$ cat src/rtl/vga_timing_rx.sv
// vga_timing_rx
//   Receive-side timing recovery for a 640x480 style display stream. It watches
//   the incoming active-low h_sync/v_sync at pixel rate, rebuilds the pixel
//   position, checks line and frame lengths and reports when timing is locked.
//
// Ports
//   clk         in   pixel clock, all logic on the rising edge
//   rst_n       in   asynchronous active-low reset
//   h_sync      in   incoming horizontal sync, active low
//   v_sync      in   incoming vertical sync, active low
//   x_loc       out  recovered column (0 outside the active area)
//   y_loc       out  recovered row (0 outside the active area)
//   video_on    out  recovered pixel is visible and timing is locked
//   locked      out  timing verified for LOCK_FRAMES consecutive frames
//   frame_start out  one-cycle pulse on each frame start while tracking/locked
//   err_count   out  saturating count of timing errors since reset
module vga_timing_rx #(
    parameter int H_ACTIVE    = 640,
    parameter int H_FP        = 16,
    parameter int H_SYNC      = 96,
    parameter int H_BP        = 48,
    parameter int V_ACTIVE    = 480,
    parameter int V_FP        = 10,
    parameter int V_SYNC      = 2,
    parameter int V_BP        = 33,
    parameter int LOCK_FRAMES = 2
) (
    input  logic       clk,
    input  logic       rst_n,
    input  logic       h_sync,
    input  logic       v_sync,
    output logic [9:0] x_loc,
    output logic [9:0] y_loc,
    output logic       video_on,
    output logic       locked,
    output logic       frame_start,
    output logic [7:0] err_count
);

    localparam int H_TOTAL = H_ACTIVE + H_FP + H_SYNC + H_BP;
    localparam int V_TOTAL = V_ACTIVE + V_FP + V_SYNC + V_BP;
    localparam int GW      = $clog2(LOCK_FRAMES + 1);

    localparam logic [10:0] H_LAST    = 11'(H_TOTAL - 1);
    localparam logic [10:0] H_SAT     = 11'(2 * H_TOTAL);
    localparam logic [10:0] H_START   = 11'(H_SYNC + H_BP);
    localparam logic [10:0] H_END     = 11'(H_SYNC + H_BP + H_ACTIVE);
    localparam logic [9:0]  V_LAST    = 10'(V_TOTAL - 1);
    localparam logic [9:0]  V_SAT     = 10'(V_TOTAL + 1);
    localparam logic [9:0]  V_START   = 10'(V_SYNC + V_BP);
    localparam logic [9:0]  V_END     = 10'(V_SYNC + V_BP + V_ACTIVE);
    localparam logic [GW-1:0] GOOD_LOCK = GW'(LOCK_FRAMES);

    typedef enum logic [1:0] {SEARCH, TRACK, LOCKED} state_e;

    state_e        state_q, state_d;
    logic          hsMeta_q, hsSync_q, hsDly_q;
    logic          vsMeta_q, vsSync_q, vsSamp_q, vsSamp_d;
    logic [10:0]   hCnt_q, hCnt_d;
    logic [9:0]    vCnt_q, vCnt_d;
    logic [GW-1:0] good_q, good_d;
    logic          hArmed_q, hArmed_d, vArmed_q, vArmed_d;
    logic [7:0]    errCnt_q, errCnt_d;
    logic [9:0]    xLoc_q, xLoc_d, yLoc_q, yLoc_d;
    logic          video_q, video_d, locked_q, locked_d, fs_q, fs_d;

    logic hFall, vFall, timeout, hErr, vErr, anyErr, hOn, vOn;

    // Event detection and counters. v_sync is only looked at on h-fall cycles
    // so a v_sync edge coinciding with the h_sync edge is seen on that line.
    always_comb begin
        hFall   = hsDly_q & ~hsSync_q;
        vFall   = hFall & vsSamp_q & ~vsSync_q;
        timeout = (hCnt_q == H_SAT);
        hErr    = hFall & hArmed_q & (hCnt_q != H_LAST);
        vErr    = vFall & vArmed_q & (vCnt_q != V_LAST);
        anyErr  = hErr | vErr | timeout;

        hCnt_d   = hCnt_q;
        vCnt_d   = vCnt_q;
        vsSamp_d = vsSamp_q;
        if (hFall) begin
            hCnt_d   = '0;
            vsSamp_d = vsSync_q;
            if (vFall) begin
                vCnt_d = '0;
            end else if (vCnt_q != V_SAT) begin
                vCnt_d = vCnt_q + 10'd1;
            end
        end else if (!timeout) begin
            hCnt_d = hCnt_q + 11'd1;
        end
    end

    // Lock FSM. An error while tracking or locked drops back to SEARCH, counts
    // once and disarms the length checks so the next partial line/frame is ignored.
    always_comb begin
        state_d  = state_q;
        good_d   = good_q;
        errCnt_d = errCnt_q;
        hArmed_d = hArmed_q | hFall;
        vArmed_d = vArmed_q | vFall;
        case (state_q)
            SEARCH: begin
                if (vFall) begin
                    state_d = TRACK;
                    good_d  = '0;
                end
            end
            TRACK, LOCKED: begin
                if (anyErr) begin
                    state_d  = SEARCH;
                    good_d   = '0;
                    hArmed_d = 1'b0;
                    vArmed_d = 1'b0;
                    if (errCnt_q != 8'hFF) begin
                        errCnt_d = errCnt_q + 8'd1;
                    end
                end else if (vFall && state_q == TRACK) begin
                    good_d = good_q + GW'(1);
                    if (good_d == GOOD_LOCK) begin
                        state_d = LOCKED;
                    end
                end
            end
            default: state_d = SEARCH;
        endcase
    end

    // Registered outputs follow the next state so video_on never outlives locked.
    always_comb begin
        hOn      = (hCnt_q >= H_START) && (hCnt_q < H_END);
        vOn      = (vCnt_q >= V_START) && (vCnt_q < V_END);
        locked_d = (state_d == LOCKED);
        video_d  = locked_d & hOn & vOn;
        xLoc_d   = video_d ? 10'(hCnt_q - H_START) : 10'd0;
        yLoc_d   = video_d ? (vCnt_q - V_START) : 10'd0;
        fs_d     = vFall & (state_d != SEARCH);
    end

    // All state; synchronizer and sync-history flops idle high.
    always_ff @(posedge clk or negedge rst_n) begin
        if (!rst_n) begin
            hsMeta_q <= 1'b1;
            hsSync_q <= 1'b1;
            hsDly_q  <= 1'b1;
            vsMeta_q <= 1'b1;
            vsSync_q <= 1'b1;
            vsSamp_q <= 1'b1;
            state_q  <= SEARCH;
            hCnt_q   <= '0;
            vCnt_q   <= '0;
            good_q   <= '0;
            hArmed_q <= 1'b0;
            vArmed_q <= 1'b0;
            errCnt_q <= '0;
            xLoc_q   <= '0;
            yLoc_q   <= '0;
            video_q  <= 1'b0;
            locked_q <= 1'b0;
            fs_q     <= 1'b0;
        end else begin
            hsMeta_q <= h_sync;
            hsSync_q <= hsMeta_q;
            hsDly_q  <= hsSync_q;
            vsMeta_q <= v_sync;
            vsSync_q <= vsMeta_q;
            vsSamp_q <= vsSamp_d;
            state_q  <= state_d;
            hCnt_q   <= hCnt_d;
            vCnt_q   <= vCnt_d;
            good_q   <= good_d;
            hArmed_q <= hArmed_d;
            vArmed_q <= vArmed_d;
            errCnt_q <= errCnt_d;
            xLoc_q   <= xLoc_d;
            yLoc_q   <= yLoc_d;
            video_q  <= video_d;
            locked_q <= locked_d;
            fs_q     <= fs_d;
        end
    end

    assign x_loc       = xLoc_q;
    assign y_loc       = yLoc_q;
    assign video_on    = video_q;
    assign locked      = locked_q;
    assign frame_start = fs_q;
    assign err_count   = errCnt_q;

endmodule

$ cat config.mk
export PLATFORM = sky130hd
export DESIGN_NAME = vga_timing_rx
export DESIGN_NICKNAME = d
export VERILOG_FILES = /design/src/rtl/vga_timing_rx.sv
export SDC_FILE = /design/constraint.sdc
export NUM_CORES = 1
export LEC_CHECK = 0
export ABC_AREA = 1
export CAP_MARGIN = 30
export CORE_MARGIN = 2
export CORE_UTILIZATION = 56
export DETAILED_ROUTE_END_ITERATION = 12
export HOLD_SLACK_MARGIN = 0.02
export PLACE_DENSITY = 0.79
export SYNTH_ARGS = -nofsm -noshare
export SYNTH_HDL_FRONTEND = slang
export SYNTH_SLANG_ARGS = --single-unit
$ cat constraint.sdc
create_clock -name clk -period 2.7 [get_ports clk]
set_clock_uncertainty 0.15 [all_clocks]
set_input_delay 0.54 -clock clk [delete_from_list [all_inputs] [get_ports clk]]
set_output_delay 0.54 -clock clk [all_outputs]
set_load 0.01 [all_outputs]
Run 1, placement by cell class:
Scale bar: 20 µm.
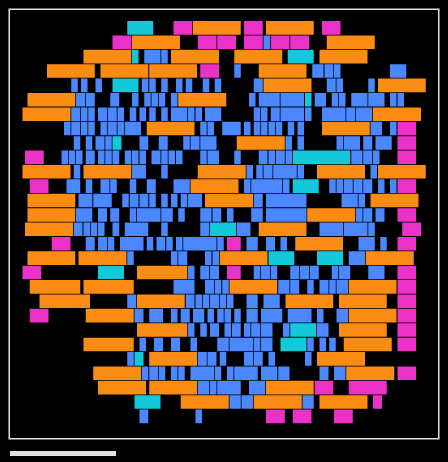
legend:
  clock drivers and dummy loads:
    colour: cyan
    cells: 16
    share_of_their_area: 5.2%
  sequential cells:
    colour: orange
    cells: 64
    share_of_their_area: 42%
  remaining logic cells:
    colour: blue
    cells: 305
    share_of_their_area: 43%
  remaining buffers and delay cells:
    colour: magenta
    cells: 37
    share_of_their_area: 9.7%

Run 1, floorplan with the power grid:
Pins as bars on the die edge. Tap cells in grey.
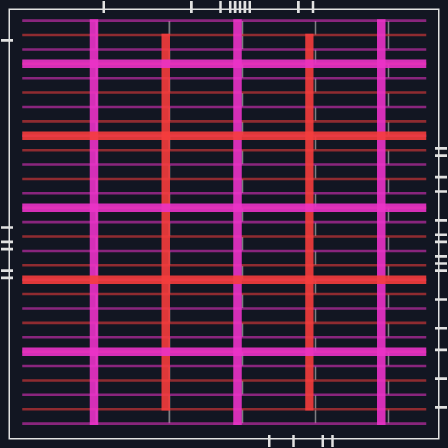
legend:
  VSS:
    colour: magenta
  VDD:
    colour: red
met1 rails: 29
rows: 28

==> notes.org, run 1 <==
#+TITLE: Implementation results

** Floorplan
- Total die size :: 0.00654 mm²
- Share of the core filled by cells before placement :: 0.569
- Pin placement for this block handled 35 I/O pins.
- Horizontal die dimension :: 80.9 µm

** Power and ir drop
- The power report lists cell-internal power as 1.77 mW.
- Fraction of power spent switching nets :: 0.316
- Total power normalized to cell area comes to 661 mW/mm².
- The share of total power dissipated in the clock network is 0.316.
- The power report attributes to the sequential group a share of 0.454.
- The design draws 2.59 mW.
- Of the total power, combinational logic draws 0.230.
- Flop+latch power :: 1.17 mW

** Route
- The routed design shows a wire length per standard cell of 13.1 µm.
- Starting DRC count in detailed routing :: 160
- Residual DRC count :: 0

** Synthesis
- In this run, the synthesized area fraction spent on xor and xnor cells is recorded as 0.0450.
- AND/OR/NAND/NOR Cells, Area Fraction :: 0.252
- Most frequently used cell type in the post-synthesis netlist :: nand2_1
- Unique cell type count in the Yosys netlist :: 35
- Adder and majority gate portion of the synthesized area :: 0.0529
- Counting flops with an async set or reset pin after synthesis yields a share of 1.00.
- Of the total synthesized cell area, the portion taken by AND-OR and OR-AND cells is 0.0858.
- At floorplan, the net count of the design was reported as 395.
- Register bit count reported by yosys :: 64
- The mapped netlist covers 0.00331 mm².
- Biggest area cells :: dfrtp_1, nand2_1, inv_1
- Yosys cell count :: 377

** Layout
- Cell area after layout :: 0.00391 mm²
- Proportion of layout cells with a drive suffix above 1 :: 0.135
- For this run, the script counts the antenna cells in the layout as 0.
- After the flow finishes, the layout carries non-filler instances totaling 497.
- In this run the layout overhead on the synthesized area is reported as 18.1%.

** Worst hold path
- The min-delay analysis places its worst path in the category in -> async.

** Final timing
- Relative max-transition margin :: 0.616
- The final timing report lists a hold violation count of 0.
- Final Max Tran Viols :: 0
- Period minus WS final :: 2.37 ns
- Final setup margin :: 0.331 ns
- Peak Freq :: 422 MHz
- Period Utilization, post-route :: 0.878

** Worst setup path
- Worst Setup Start Kind :: flop
- Broken down by cell family, the worst path's largest delay share belongs to simple AND/OR/NAND/NOR gates.
- CP peak stage delay :: 0.52 ns

** Placement
- Placement-stage worst setup slack :: 0.358 ns
- The wire-length estimate of the detail-placed layout is 4820 µm.

** Run status
- Result of the run :: finished, final reports clean

** GRT
- Pin count of the biggest net entering global routing :: 40
- Number of global-route vias before repair :: 2,613

** Clocking
- Clock Tree Buf Depth :: 2
- Clock latency on the worst-skew pair, taken at its later pin, is 0.34 ns.
- The report puts the hold buffer count at CTS at 0.
- PostCTS Resize Cnt :: 0
- Buffers inserted during clock tree synthesis total 9.

** Job
- Max-cap violations in this run came to 0.
Run 1, routing congestion map:
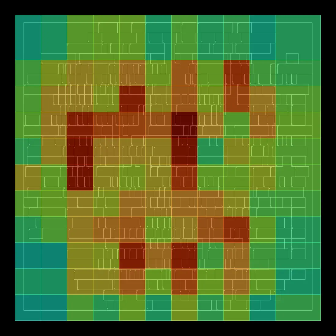
met2 global-route usage: 0.361
met3 usage: 0.0578
highest-utilization routing layer at the global route stage: met2
utilization of the core after routing: 0.673

run 1: state kept, by name, indices dropped and copies added (netlist names), 2 cells and up:
| signal | flops |
|---|---|
| y_loc | 10 |
| good_q | 2 |
| x_loc | 10 |
| vCnt_q | 10 |
| err_count | 8 |
| hCnt_q | 11 |
| state_q | 2 |
run 1: final timing paths:
kind	slack, ns	start	endpoint	cells after the start
setup reg to reg	0.33	hsDly_q	x_loc[4]	11
setup / recovery	0.33	hsDly_q	x_loc[4]	11
max in group asynchronous	1.69	rst_n	vsSamp_q	2
min in group clk	0.21	vsMeta_q	vsSync_q	0
hold / removal	0.04	rst_n	x_loc[6]	1
hold reg to reg	0.21	vsMeta_q	vsSync_q	0
run 1: final cells by class:
type | instances | share of cell area
multi-input cells | 253 | 0.369
inverters | 52 | 0.0499
flip-flops and latches | 64 | 0.411
clock buffers | 13 | 0.0406
well taps | 75 | 0.0240
clock inverters | 3 | 0.0102
repair buffers | 37 | 0.0947
run 1: per-layer routing:
metal | wire length (µm) | up-vias | part of all wire
met5 | 0 | - | 0
met4 | 209 | 0 | 0.032
met3 | 389 | 20 | 0.060
met2 | 3080 | 98 | 0.48
met1 | 2810 | 1190 | 0.43
li1 | - | 1284 | -
run 1: cell usage in the layout, fill, tap and decap left out, drive strengths merged:
master,Yosys,final
nand2,69,69
dfrtp,58,58
nor2,56,56
inv,52,52
clkdlybuf4s50,0,33
nand3,29,29
o21ai,20,20
a21oi,19,19
ha,14,14
xor2,13,13
clkbuf,1,13
nor3,9,9
nand4,7,7
dfstp,6,6
o31ai,4,4
xnor2,4,4
buf,7,4
and3,2,2
or2,2,2
clkinv,0,2
nand3b,1,1
o21bai,1,1
a31oi,1,1
nor4,1,1
a22oi,1,1
bufinv,0,1
==> run 2, diff against run 1 <==
- SLEW_MARGIN: unset -> 0
- clock period: 2.7 -> 2.5 ns (I/O delays scaled with it)
Run 2, sequential cells grouped by signal name:
Other sequential cells in the stronger grey, the rest of the logic in the fainter grey.
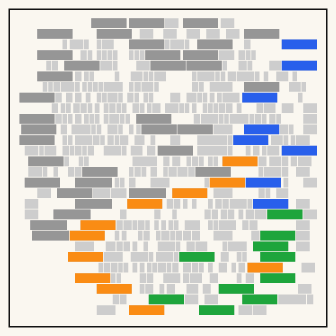
legend:
  x_loc:
    colour: green
    sequential_cells: 10
    where: south-east
  hCnt_q:
    colour: orange
    sequential_cells: 11
  err_count:
    colour: blue
    sequential_cells: 8
area taken by flip-flops and latches: 0.00161 mm²
share of the final layout cell area in sequential cells: 0.414
utilization of the core after routing: 0.669
Flop+latch power: 1.27 mW

==> run 2 against run 1 <==
Clock-buffer cell count up 2. Sequential power grew 9%. Sequential share of layout area up 0.21 points. Setup slack better by 0.047 ns. Final area down 0.51%. Largest cell class unchanged. Largest power group unchanged. Highest routed layer unchanged.
==> notes.org, run 2 <==
#+TITLE: Implementation results

** Final timing
- Setup slack on the critical path of the routed design comes to 0.378 ns.
- Timing would allow up to 471 MHz.
- Per the final timing report, the hold violations number 0.
- Period minus WS final :: 2.12 ns
- Dividing the final minimum period by the clock period gives 0.849.
- Across all checked pins, the minimum headroom to the slew limit is 0.726.

** Synthesis
- After synthesis, the share of flip-flops with an asynchronous set or reset is 1.00.
- Unique cell type count in the Yosys netlist :: 35
- At floorplan, the net count of the design was reported as 395.
- Mapped cell area :: 0.00331 mm²
- The synth_stat.txt file lists the number of cells as 377.
- After synthesis, the cell types taking the most area are dfrtp_1, nand2_1, inv_1.
- By instance count, the leading cell after synthesis is nand2_1.

** Floorplan
- During I/O placement, the number of pins put on the boundary was 35.
- Total die size :: 0.00654 mm²
- The horizontal die dimension reported for this design is 80.9 µm.

** Power and ir drop
- Internal portion of total power :: 1.81 mW
- The power report attributes to the clock group a share of 0.291.
- Overall power consumption :: 2.69 mW
- Sequential power share :: 0.471
- Power per cell area :: 691 mW/mm²
- Fraction of power spent switching nets :: 0.325
- The share of total power dissipated in combinational logic is 0.238.

** GRT
- Number of global-route vias before repair :: 2,497
- Met2 global-route usage :: 0.345
- Routing resource usage on met3 recorded by global route was 0.0533.
- Entering global routing, the biggest net connects 65 pins.
- Per the GRT log, the top usage layer is met2.

** Layout
- The count of cells in the finished layout, fillers not included, comes to 498.
- Syn-to-layout area delta :: 17.5%
- Most common cell after layout, fill and taps aside :: nand2_1
- Cell area after layout :: 0.00389 mm²
- Inserted Diodes :: 0
- The register with the most flip-flops in the final layout is hCnt_q.

** Route
- WL met2 :: 2850 µm
- After detailed routing, the average wire length per cell comes to 12.3 µm.
- The violation tally recorded at the end of detailed-routing iteration 0 is 158.
- In the per-layer breakdown of the detailed-route log, met1 shows 2830 µm.
- Residual DRC count :: 0

** Job
- Max-capacitance violation count :: 0

** Worst hold path
- Worst min-delay path category :: in -> async

** Placement
- Note, the detailed placer reported a final HPWL of 4450 µm.

** Worst setup path
- The worst setup path is launched from a flop.
- The capture point of the worst register-to-register path is recorded as err_count[0].
- CP top delay family :: simple AND/OR/NAND/NOR gates
- CP peak stage delay :: 0.42 ns

** Clocking
- Number of CTS-inserted buffers :: 9
- Looking at the clock tree report, the maximum root-to-sink buffer count equals 2.
- After clock tree synthesis, the repair step resized 0 gates.

** Run status
- Result of the run :: finished, final reports clean
==> run 2: cell counts after synthesis <==
Identical to the previous run, type by type.
==> run 2: worst register-to-register path, cell delays in order (launching register included) <==
cell,delay (ns)
dfrtp_1,0.42
inv_1,0.18
ha_1,0.19
nand2_1,0.05
nand3b_2,0.28
a31oi_4,0.33
nand2_2,0.22
xnor2_1,0.17
==> run 2: cell families (layout without fill, tap and decap cells) <==
| group | count (synthesis) | after routing | synth area share |
|---|---|---|---|
| fa+ha+maj | 14 | 14 | 0.0529 |
| xor+xnor | 17 | 17 | 0.0450 |
| compound gates | 46 | 46 | 0.0858 |
| buf+inv | 60 | 106 | 0.0778 |
| flops | 64 | 64 | 0.486 |
| simple gates | 176 | 176 | 0.252 |
==> run 2: power groups by stage <==
stage	registers (mW)	clock network (mW)	logic (mW)
final	1.27	0.781	0.640
after global routing	1.28	0.836	0.732
after CTS	1.26	0.797	0.640
after detailed placement	1.28	0	0.636
after global placement	1.28	0	0.621
after floorplan	1.26	0	0.473
==> run 2: worst max path at each step <==
stage	end	slack, ns	cells past startpoint	from
4_1_cts	x_loc[7]	0.36	11	hsDly_q
2_1_floorplan	err_count[2]	0.58	9	hCnt_q[4]
3_3_place_gp	err_count[0]	0.42	7	hCnt_q[4]
6_report	err_count[0]	0.38	7	hCnt_q[4]
5_1_grt	y_loc[0]	0.14	11	hsDly_q
3_5_place_dp	x_loc[2]	0.37	11	hsDly_q
==> run 2: layout make-up <==
| class | instances | area (µm²) |
|---|---|---|
| Clock buffer | 15 | 166 |
| Tap cell | 75 | 93.8 |
| Clock inverter | 1 | 5.00 |
| Fill cell | 470 | 1920 |
| Multi-Input combinational cell | 253 | 1440 |
| Timing Repair Buffer | 38 | 378 |
| Inverter | 52 | 195 |
| Sequential cell | 64 | 1610 |
==> run 3, diff against run 2 <==
- CORE_UTILIZATION: 56 -> 51
- PLACE_DENSITY: 0.79 -> 0.76
- clock period: 2.5 -> 1.7 ns (I/O delays scaled with it)
Run 3, sequential cells grouped by signal name:
Other sequential cells in the stronger grey, the rest of the logic in the fainter grey.
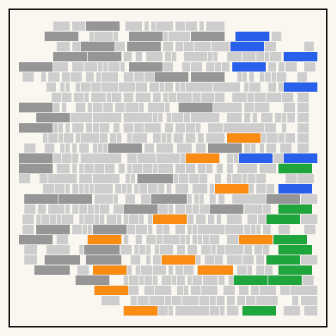
legend:
  x_loc:
    colour: green
    sequential_cells: 10
    where: south-east
  hCnt_q:
    colour: orange
    sequential_cells: 11
  err_count:
    colour: blue
    sequential_cells: 8

==> run 3 against run 2 <==
The run now ends with setup timing left. Via count grew 27%. Combinational power grew to 2.7 times the previous value. Sequential share of layout area shrank 10 points. Final cell count grew 21%. First-iteration DRC count grew 25%. Critical endpoint is now y_loc[5].
==> notes.org, run 3 <==
#+TITLE: Implementation results

** Run status
- Result of the run :: complete, but fails checks
- The checks that failed: setup timing.

** Synthesis
- Register bit count reported by yosys :: 64
- After synthesis the cells add up to 0.00331 mm².
- After synthesis, the netlist uses 35 different library cells.
- Async set or reset register ratio after synthesis :: 1.00
- Synthesis produced a netlist with a net count of 395.
- Biggest area cells :: dfrtp_1, nand2_1, inv_1
- Yosys cell count :: 377

** Layout
- Multi-input gate area in the final layout :: 0.00178 mm²
- In the final layout, excluding clock buffers the buffer count is 140.
- Clock buf count :: 14
- Registers represent a cell area share of 0.314.
- Finished Layout Cells :: 603
- Flip-flops :: 64
- Register bank with the most flops :: hCnt_q
- By area, combinational gates come first.
- Compared with the post-synthesis result, the final layout area differs by 55.0%.
- Utilization of the core after routing :: 0.813
- Of the total standard cell area in the layout, the multi-input combinational portion is 0.347.
- Multi-In Gates :: 254
- Measured on the final layout, the clock distribution area share stands at 0.0454.
- In the final layout, flip-flops and latches occupy 0.00161 mm².
- Most common cell after layout, fill and taps aside :: buf_4
- The register with the most flip-flops in the layout has 11 of them.
- Fill cells in the final layout number 365.
- The layout stage reports a final design area of 0.00513 mm².

** Final timing
- Peak Freq :: 504 MHz
- In the post-route analysis, the smallest setup slack over all paths is -0.284 ns.
- The end-of-flow timing check tallies setup violations at 48.
- Subtracting the final worst setup slack from the clock period gives 1.98 ns.
- Dividing the final minimum period by the clock period gives 1.17.
- Final hold viol count :: 0

** Worst setup path
- Number of cells on the worst reg-to-reg path :: 10
- Worst flop-to-flop path startpoint :: vCnt_q[0]
- For the worst reg-to-reg path, the endpoint reported by OpenROAD is y_loc[5].
- Per STA, the highest per-stage delay on the worst path measures 0.42 ns.
- Worst Setup Start Kind :: flop

** Placement
- After legalization and detailed placement, the total HPWL measured 5650 µm.

** Floorplan
- Boundary pin count :: 35

** Route
- Starting DRC count in detailed routing :: 197
- Routed len/inst :: 16.1 µm

** Power and ir drop
- Overall power consumption :: 5.11 mW
- Cell internal power was estimated by the tool at 3.43 mW.
- Power per cell area :: 997 mW/mm²
- The share of total power dissipated in sequential elements is 0.359.
- Portion of total power attributed to combinational logic :: 0.343

** GRT
- Entering global routing, the biggest net connects 65 pins.

** Clocking
- Number of CTS-inserted buffers :: 9

** Worst hold path
- Looking at the hold checks, the worst path lands on vsSync_q.
-- run 3: cell count changes in the layout (fill, tap and decap cells not counted), sizes merged --
cell / change
clkdlybuf4s50: -31
dlygate4sd2: +20
dlymetal6s2s: +11
nand2: +1
clkinv: -1
bufinv: +2
clkbuf: -1
buf: +101
dlygate4sd3: +1
-- run 3: timing repair --
action,in CTS,in global routing
hold buffers,1,0
resized,63,60
buffers inserted,15,11
hold endpoints to repair,58,0
pin swaps,11,13
setup endpoints to repair,68,64
gates cloned,1,0
-- run 3: worst max path at each step --
stage / startpoint / to / slack (ns) / cells past startpoint
2_1_floorplan: hsDly_q / err_count[2] / -0.12 / 10
3_3_place_gp: hsDly_q / vCnt_q[8] / -0.22 / 10
3_5_place_dp: hCnt_q[0] / y_loc[1] / -0.29 / 10
4_1_cts: vCnt_q[1] / y_loc[5] / -0.20 / 11
5_1_grt: hsDly_q / vCnt_q[5] / -0.38 / 10
6_report: vCnt_q[0] / y_loc[5] / -0.28 / 10
-- run 3: kinds of logic after synthesis --
family	Yosys count	synth area share
simple gates	176	0.252
xor+xnor	17	0.0450
buf+inv	60	0.0778
fa+ha+maj	14	0.0529
compound gates	46	0.0858
flops	64	0.486
-- run 3: routing by layer --
| metal | up-vias | track usage | wire length, µm |
|---|---|---|---|
| li1 | 1492 | - | - |
| met1 | 1587 | 0.299 | 3850 |
| met2 | 126 | 0.474 | 5100 |
| met3 | 32 | 0.0433 | 433 |
| met4 | 0 | 0.120 | 302 |
| met5 | - | 0 | 0 |
-- run 3: power groups by stage --
stage	clock network (mW)	registers, mW	logic, mW
floorplan	0	1.86	0.714
global placement	0	1.85	1.33
detailed placement	0	1.87	1.37
CTS	1.54	1.83	1.53
global route	1.60	1.85	1.89
finish	1.52	1.84	1.75
Power is estimated from default activity; no workload was simulated.
